### config.mk
export PLATFORM = sky130hd
export DESIGN_NAME = hex_trail_renderer
export DESIGN_NICKNAME = d
export VERILOG_FILES = /design/src/rtl/hex_trail_renderer.sv
export SDC_FILE = /design/constraint.sdc
export NUM_CORES = 1
export LEC_CHECK = 0
export CORE_ASPECT_RATIO = 1.4
export CORE_MARGIN = 2
export CORE_UTILIZATION = 51
export CTS_CLUSTER_DIAMETER = 80
export DETAILED_ROUTE_END_ITERATION = 10
export PLACE_DENSITY = 0.85
export SYNTH_ARGS = -nofsm -noshare
export SYNTH_HDL_FRONTEND = slang
export SYNTH_SLANG_ARGS = --single-unit
### constraint.sdc
create_clock -name clk_i -period 2.1 [get_ports clk_i]
set_input_delay 0.63 -clock clk_i [delete_from_list [all_inputs] [get_ports clk_i]]
set_output_delay 0.63 -clock clk_i [all_outputs]
set_load 0.03 [all_outputs]
### src/rtl/hex_trail_renderer.sv
// Seven-segment frame renderer: head glyph, fading trail, reversal dp flash, idle blink; hex_o lags state by one register stage.
// Accepts a step every clock with no backpressure; out-of-range columns set a sticky err_o and are otherwise ignored.
module hex_trail_renderer #(
  parameter int NUM_DIGITS = 6,
  parameter int TRAIL_LEN  = 3,
  parameter int TURN_CYC   = 12_500_000,
  parameter int IDLE_CYC   = 50_000_000,
  parameter int BLINK_DIV  = 12_500_000
) (
  input  logic                    clk_i,
  input  logic                    reset_i,
  input  logic                    step_i,
  input  logic [2:0]              col_i,
  input  logic                    direction_i,
  output logic [8*NUM_DIGITS-1:0] hex_o,
  output logic                    err_o
);

  localparam int TW = $clog2(TURN_CYC + 1);
  localparam int IW = $clog2(IDLE_CYC + 1);
  localparam int BW = $clog2(BLINK_DIV + 1);

  localparam logic [TW-1:0] TURN_LOAD  = TW'(TURN_CYC);
  localparam logic [IW-1:0] IDLE_MAX   = IW'(IDLE_CYC);
  localparam logic [BW-1:0] BLINK_LAST = BW'(BLINK_DIV - 1);

  logic [2:0]              head_q;
  logic                    dir_q;
  logic [2:0]              hist_q [TRAIL_LEN];
  logic [TRAIL_LEN-1:0]    hist_vld_q;
  logic [TW-1:0]           turn_q;
  logic [IW-1:0]           idle_q;
  logic [BW-1:0]           blink_cnt_q;
  logic                    phase_q;
  logic                    err_q;
  logic [8*NUM_DIGITS-1:0] hex_q;
  logic [8*NUM_DIGITS-1:0] frame;
  logic [7:0]              glyph;

  logic col_ok;
  logic step_ok;
  logic moved;

  // Full-width compare so columns 6 and 7 are never aliased onto valid digits.
  assign col_ok  = ({29'd0, col_i} < 32'(NUM_DIGITS));
  assign step_ok = step_i & col_ok;
  assign moved   = step_ok & (col_i != head_q);

  function automatic logic [7:0] age_glyph(input int age_idx);
    case (age_idx)
      0:       age_glyph = 8'hBF;
      1:       age_glyph = 8'hF7;
      default: age_glyph = 8'hFE;
    endcase
  endfunction

  always_comb begin
    frame = '1;
    glyph = 8'hFF;
    for (int k = 0; k < NUM_DIGITS; k++) begin
      glyph = 8'hFF;
      // Walk oldest to youngest so the youngest matching entry overrides.
      for (int i = TRAIL_LEN - 1; i >= 0; i--) begin
        if (hist_vld_q[i] && ({29'd0, hist_q[i]} == 32'(k))) begin
          glyph = age_glyph(i);
        end
      end
      if ({29'd0, head_q} == 32'(k)) begin
        glyph = phase_q ? 8'hC0 : 8'hFF;
        if (turn_q != '0) begin
          glyph[7] = 1'b0;
        end
      end
      frame[8*k +: 8] = glyph;
    end
  end

  always_ff @(posedge clk_i) begin
    if (reset_i) begin
      head_q      <= '0;
      dir_q       <= 1'b0;
      hist_vld_q  <= '0;
      for (int i = 0; i < TRAIL_LEN; i++) begin
        hist_q[i] <= '0;
      end
      turn_q      <= '0;
      idle_q      <= '0;
      blink_cnt_q <= '0;
      phase_q     <= 1'b1;
      err_q       <= 1'b0;
      hex_q       <= '1;
    end else begin
      // A repeated column is the controller's turnaround hold: no trail shift.
      if (moved) begin
        hist_q[0]     <= head_q;
        hist_vld_q[0] <= 1'b1;
        for (int i = 1; i < TRAIL_LEN; i++) begin
          hist_q[i]     <= hist_q[i-1];
          hist_vld_q[i] <= hist_vld_q[i-1];
        end
        head_q <= col_i;
      end

      if (step_ok && (direction_i != dir_q)) begin
        turn_q <= TURN_LOAD;
      end else if (turn_q != '0) begin
        turn_q <= turn_q - TW'(1);
      end

      if (step_ok) begin
        dir_q <= direction_i;
      end

      if (step_i && !col_ok) begin
        err_q <= 1'b1;
      end

      // Blink divider only runs once the idle counter has saturated.
      if (step_ok) begin
        idle_q      <= '0;
        blink_cnt_q <= '0;
        phase_q     <= 1'b1;
      end else if (idle_q != IDLE_MAX) begin
        idle_q <= idle_q + IW'(1);
      end else if (blink_cnt_q == BLINK_LAST) begin
        blink_cnt_q <= '0;
        phase_q     <= ~phase_q;
      end else begin
        blink_cnt_q <= blink_cnt_q + BW'(1);
      end

      hex_q <= frame;
    end
  end

  assign hex_o = hex_q;
  assign err_o = err_q;

endmodule

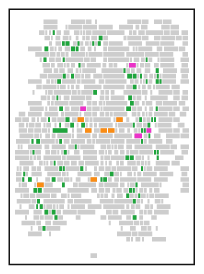
Figure 1: gate-type map.
(2 px per µm)
Key: orange = multiplexers [cells 7, where center]; green = NAND gates [cells 89]; magenta = AND-OR and OR-AND gates [cells 4]

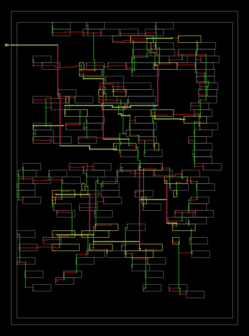
Figure 2: clock routing.
flip-flops: 122
Clock Sinks: 122
Clock Latency Late Sink: 410 ps
clk pwr: 2.86 mW

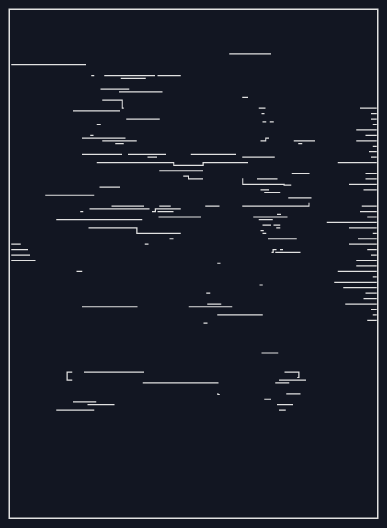
Figure 3: the metal 3 layer.
(4 px per µm)
The longest straight run is 21.2 µm. The layer holds 5.3% of the routed length.

==> run notes <==
flow finished, numbers: Residual DRC 0, Post-DRT Antenna Nets 0, violated checks negative setup slack, row count 44, unrepaired setup endpoints after global routing yes, Final Instance Area 7070 µm², Startpoint Class flop, first-pass GRT wire length 21,700 µm, Area growth syn-to-layout 28.5%, post-DR vias/cell approximately 5.7, sw frac 29.0%, ys flop type dfxtp_1, Critical path origin idle_q[0]$_SDFFE_PP0P_, synthesis warning total 0, xor/xnor share 10.8%, worst hold-check path type flop to flop, gpl congestion about 0.88, core area 10,500 µm², cts hold-fix bufs 0, Max Freq 474 MHz, overall global routing resource usage 23.0%, Storage cell area 2530 µm², endpoint class of the critical path flop, setup ws final -9.81 ps, pre-CTS WS -289 ps, Area leader share 41.1%, CP Cell Sequence inv_2 > ha_1 > nor4bb_4 > nand4_1 > buf_6 > or2_1 > buf_6 > or3_4 > a21oi_4, ant diodes 0, IO buf count 55, crit-path leading delay family simple AND/OR/NAND/NOR gates, Post-DP HPWL 8730 µm, Combinational Gates 434, met1 GRT Util 24.6%, endpoints failing setup 1, main area contributors dfxtp_1 (41%), xnor2_1 (6.4%), nor2_1 (5.9%), Pleak roughly 2.6 nW, # fillers 759, GRT busiest layer met2, Sum Neg Setup Slack -9.81 ps, Stages on worst setup path 9, Power, Total roughly 7.2 mW, aoi share 6.37%, Post-synth top cells dfxtp_1 (113), nor2_1 (87), xnor2_1 (40), metal1 wirelength a little over 5000 µm, CP most frequent cell buf_6, Fin Hold WS between 400 and 500 ps, syn_nets 623, layout cells sized above 1 14.5%, P_sw 2.10 mW, nonclk buf count 104, run status complete, but fails checks, final wirelength 13,400 µm, EDFF count, synth 9, R2R setup slack -10 ps, antenna violations before repair 0, CTS clk-pin slew, worst paths 50 ps, async set-reset flop share out of synthesis 0%
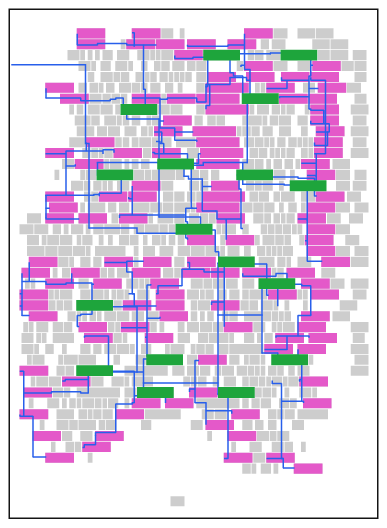
Figure 4: clock distribution.
(4 px per µm)
Key: green = cells driving clock nets [count 17]; blue = clock wires [length 1,430 µm]; magenta = flip-flops [count 122]
There are 18 routed clock nets. Position of the flops: spread over the die.

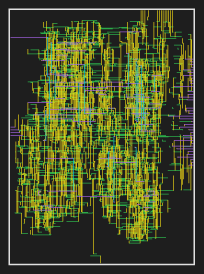
Figure 5: signal wires by layer.
(2 px per µm)
Key: cyan = met4 [wire length 349 µm]; green = met1 [wire length 5,120 µm]; purple = met3 [wire length 712 µm]; yellow = met2 [wire length 7,220 µm]

Power and IR drop assume default switching activity.
